Fig. 1: run 1, I/O nets highlighted
(3 px per um)
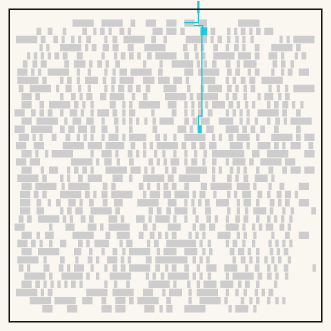
Fig. 2: run 1, pin map
(4 px per um) Pins as bars across the die edge, other pins in grey.
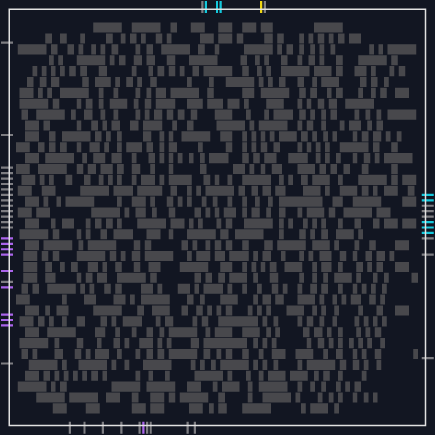
Fig. 3: run 1, M2 wires
(4 px per um)
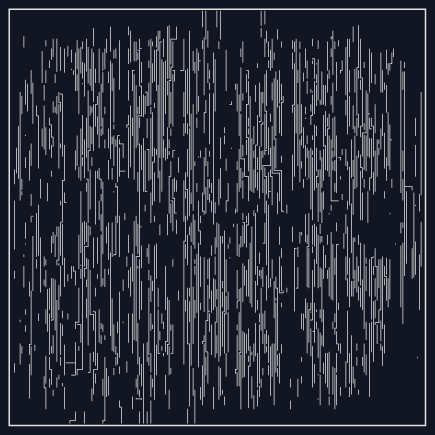
Fig. 4: run 1, signal wires by layer
(3 px per um) Two of the layers only.
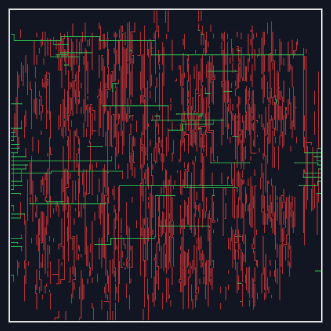
==> config.mk <==
export PLATFORM = sky130hd
export DESIGN_NAME = pool_out_ctrl
export DESIGN_NICKNAME = d
export VERILOG_FILES = /design/src/rtl/pool_out_pkg.sv /design/src/rtl/pool_occ_tracker.sv /design/src/rtl/pool_out_ctrl.sv
export SDC_FILE = /design/constraint.sdc
export NUM_CORES = 1
export LEC_CHECK = 0
export ABC_AREA = 1
export CAP_MARGIN = 20
export CELL_PAD_IN_SITES_DETAIL_PLACEMENT = 1
export CELL_PAD_IN_SITES_GLOBAL_PLACEMENT = 1
export CORE_UTILIZATION = 43
export DETAILED_ROUTE_END_ITERATION = 7
export PLACE_DENSITY_LB_ADDON = 0.1
export SETUP_SLACK_MARGIN = 0.15
export SYNTH_ARGS = -nofsm -noshare
export SYNTH_HDL_FRONTEND = slang
export SYNTH_HIERARCHICAL = 1
export SYNTH_SLANG_ARGS = --single-unit
==> constraint.sdc <==
create_clock -name clk -period 5.72 [get_ports clk]
set_clock_uncertainty 0.05 [all_clocks]
set_input_delay 1.144 -clock clk [delete_from_list [all_inputs] [get_ports clk]]
set_output_delay 1.144 -clock clk [all_outputs]
set_load 0.01 [all_outputs]
==> flow_metrics.py, run 1 <==
# Generated from Yosys and OpenROAD reports
metrics = {
    "final_timing": {
        "min_period_ps": 5330,
        "timing.fmax_mhz": 188,
        "setup_tns_ps": 0,
        "rsz0062_at_grt": "no",
        "worstMarginPinSlew_ps": 902,
        "fin_ws_ps": 388,
        "period_used_share": 0.932,
    },
    "finish": {
        "buffers": 54,
        "final_layout_size_suffix_gt1_frac": 0.0783,
        "nFlopsAndLatches": 68,
        "seq_share": 0.255,
        "final-clk-cell-share": 0.0421,
        "logic_gates": 501,
    },
    "power_and_ir_drop": {
        "p_total_mw": 1.68,
        "clkPwrFrac": 0.278,
        "p_comb_uw": 604,
        "leakagePower_nw": 2.37,
    },
    "setup_path": {
        "cp.depth": 19,
        "max_stage_delay_ps": 500,
        "critPathCaptureType": "output pin",
        "crit_path_frequent_cell": "nand2_1",
    },
    "logic_synthesis": {
        "synth.largest_area_cell": "dfxtp_1",
        "postSynthSeqShare": 0.306,
        "synthCells": 678,
        "synthXorXnorAreaFrac": 0.0177,
        "yosys.area_share.simple": 0.341,
        "ys_area_sq_mm": 0.00445,
    },
    "drt": {
        "route.met2.wl_um": 6780,
        "via_per_inst": 5.38,
        "top_layer": "met4",
        "dr_wl_met3_um": 557,
        "drt-initial-drc-count": 157,
    },
    "die": {
        "n_tap_cell": 133,
        "rows": 36,
    },
    "clock_tree": {
        "clkSinkCount": 68,
        "ctsResizeCount": 2,
        "htreeDepth": 3,
        "clockBufferDepth": 2,
    },
    "global_route": {
        "grt_max_degree": 47,
        "gr-total-overflow": 0,
    },
    "place": {
        "place_area_sq_mm": 0.00509,
    },
    "outcome": {
        "status": "complete, no violations",
    },
    "flow_run": {
        "openroad.warnings": 26,
    },
}
Notes on Fig. 1 above:
Key: `pool_valid` = cyan [bits 1, direction input, edge top, end cells 2, buffers 1, wire 47.4 um]
Ports: 52
IO buf count: 50

Notes on Fig. 2 above:
Key: `pool_valid` = yellow [pins 1, direction input, edge top]; `cfg_base` = purple [pins 10, direction input, edge 9 left, 1 bottom]; `cfg_beats` = cyan [pins 8, direction input, edge 5 right, 3 top]
Die X: 104 um
die extent in y: 104 um

Notes on Fig. 3 above:
The longest straight run is 51.0 um. The layer carries 6780 um of wire.
final WL: 13800 um
met2 Use GR: 0.477
total number of vias: 4698

Notes on Fig. 4 above:
Key: metal 3 = green [wire length 558 um]; metal 2 = red [wire length 6780 um]
GRT Resource Usage Total: 0.264
wire length per cell: 15.8 um

==> run 2: changes to the inputs <==
Settings changed: CORE_ASPECT_RATIO set to 1.2.
Fig. 5: run 2, I/O nets highlighted
(2 px per um)
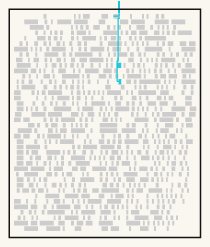
Key: `pool_valid` = cyan [bits 1, direction input, edge top, end cells 2, buffers 1, wire 40.0 um]

Fig. 6: run 2, cell placement
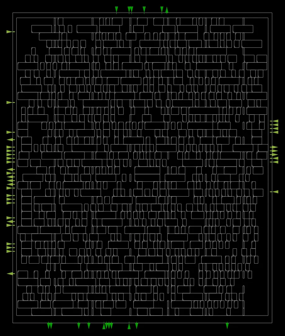
non-filler cells, final: 866
flop count: 68
TAP cells: 126

==> run 2 against run 1 <==
Compared with the run above: synthesized cell count unchanged; die area about the same; setup slack better by 190 ps; clock power up 35%; flip-flop count unchanged; global-route usage down 0.45 points; critical endpoint unchanged; clock-buffer cell count unchanged; critical path depth unchanged; first-iteration DRC count down 19%; sequential share of layout area down 0.40 points; fmax up 3.7%; non-clock buffer count down 1.
==> flow_metrics.py, run 2 <==
# Generated from Yosys and OpenROAD reports
metrics = {
    "final_timing": {
        "period_used_share": 0.899,
        "setup_tns_ps": 0,
        "min_period_ps": 5140,
        "worstMarginPinSlew_ps": 948,
    },
    "setup_path": {
        "crit_path_frequent_cell": "nand2_1",
        "cp.depth": 19,
        "critPathCaptureType": "output pin",
        "max_stage_delay_ps": 430,
    },
    "logic_synthesis": {
        "postSynthSeqShare": 0.306,
        "synth.largest_area_cell": "dfxtp_1",
        "synthCells": 678,
        "yosys.area_share.simple": 0.341,
    },
    "finish": {
        "final-clk-cell-share": 0.0620,
        "final_layout_size_suffix_gt1_frac": 0.0784,
        "seq_share": 0.251,
        "buffers": 53,
    },
    "flow_run": {
        "openroad.warnings": 26,
    },
    "die": {
        "die_y_um": 113,
        "io_pins": 52,
        "die-width_um": 94.8,
    },
    "drt": {
        "wl_per_cell_um": 15.3,
        "via_per_inst": 5.31,
        "drt-initial-drc-count": 127,
        "top_layer": "met4",
    },
    "power_and_ir_drop": {
        "leakagePower_nw": 2.43,
        "clkPwrFrac": 0.343,
        "p_comb_uw": 593,
    },
    "outcome": {
        "status": "complete, no violations",
    },
    "place": {
        "place_area_sq_mm": 0.00507,
        "io_buffers": 50,
    },
    "global_route": {
        "grtUsageMet2": 0.483,
        "gr-total-overflow": 0,
        "track_usage": 0.260,
    },
    "clock_tree": {
        "htreeDepth": 3,
        "clockBufferDepth": 2,
    },
}
==> run 3: changes to the inputs <==
Settings changed: CELL_PAD_IN_SITES_DETAIL_PLACEMENT 1 to 0.
Fig. 7: run 3, signal wires by layer
(2 px per um) Two of the layers only.
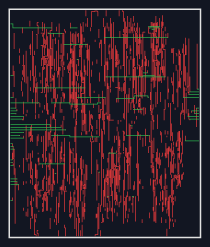
Key: metal 2 = red [wire length 5310 um]; metal 3 = green [wire length 449 um]
total number of vias: 4329
GRT Resource Usage Total: 0.221
wire length per cell: 13.0 um
final WL: 11200 um

Fig. 8: run 3, I/O nets highlighted
(2 px per um)
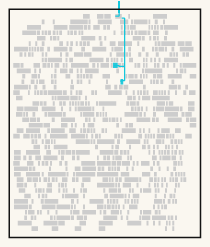
Key: `pool_valid` = cyan [bits 1, direction input, edge top, end cells 2, buffers 1, wire 45.0 um]

==> run 3 against run 2 <==
Compared with the run above: worst hold slack lost 22 ps; fmax grew 1.9%; setup slack gained 97 ps; global-route usage shrank 3.9 points; via count shrank 5.9%; register-to-register slack gained 200 ps; power shrank 5.7%; critical path depth is the same; die area is the same; clock-buffer cell count shrank 1; critical path type unchanged.
==> flow_metrics.py, run 3 <==
# Generated from Yosys and OpenROAD reports
metrics = {
    "logic_synthesis": {
        "synthCells": 678,
        "yosys.area_share.simple": 0.341,
        "synth.largest_area_cell": "dfxtp_1",
        "mux_share": 0,
        "synthXorXnorAreaFrac": 0.0177,
        "edf_count": 0,
        "postSynthSeqShare": 0.306,
    },
    "place": {
        "place_area_sq_mm": 0.00507,
        "io_buffers": 50,
    },
    "flow_run": {
        "maxCapViolations": 0,
        "openroad.warnings": 26,
    },
    "finish": {
        "comb_share": 0.493,
        "finish.cell_count_without_fillers": 865,
        "final_layout_size_suffix_gt1_frac": 0.0771,
        "syn_to_final_growth_pct": 21.4,
        "nFlopsAndLatches": 68,
        "seq_share": 0.252,
    },
    "clock_tree": {
        "clockBufferDepth": 2,
        "cts_setup_buffers": 0,
        "htreeDepth": 3,
    },
    "setup_path": {
        "crit_path_frequent_cell": "nand2_1",
        "cp-start-kind": "primary input",
        "critPathCaptureType": "output pin",
        "ff2ff_setup_slack_ps": 1410,
        "cp.depth": 19,
        "max_stage_delay_ps": 430,
        "worst-path-buf-inv": 4,
    },
    "power_and_ir_drop": {
        "powerClk_uw": 551,
        "clkPwrFrac": 0.318,
        "p_comb_uw": 572,
        "leakagePower_nw": 2.42,
    },
    "final_timing": {
        "worstMarginPinSlew_ps": 898,
        "period_used_share": 0.882,
        "setup_tns_ps": 0,
        "min_period_ps": 5050,
    },
    "die": {
        "die_area_sq_mm": 0.0108,
        "io_pins": 52,
        "n_tap_cell": 126,
        "die_y_um": 113,
        "rows": 40,
    },
    "drt": {
        "top_layer": "met4",
        "via_per_inst": 5.00,
        "drt-initial-drc-count": 146,
    },
    "outcome": {
        "status": "complete, no violations",
    },
    "global_route": {
        "gr-total-overflow": 0,
    },
}
No activity file was given, so power comes from the tool's default toggle rates.
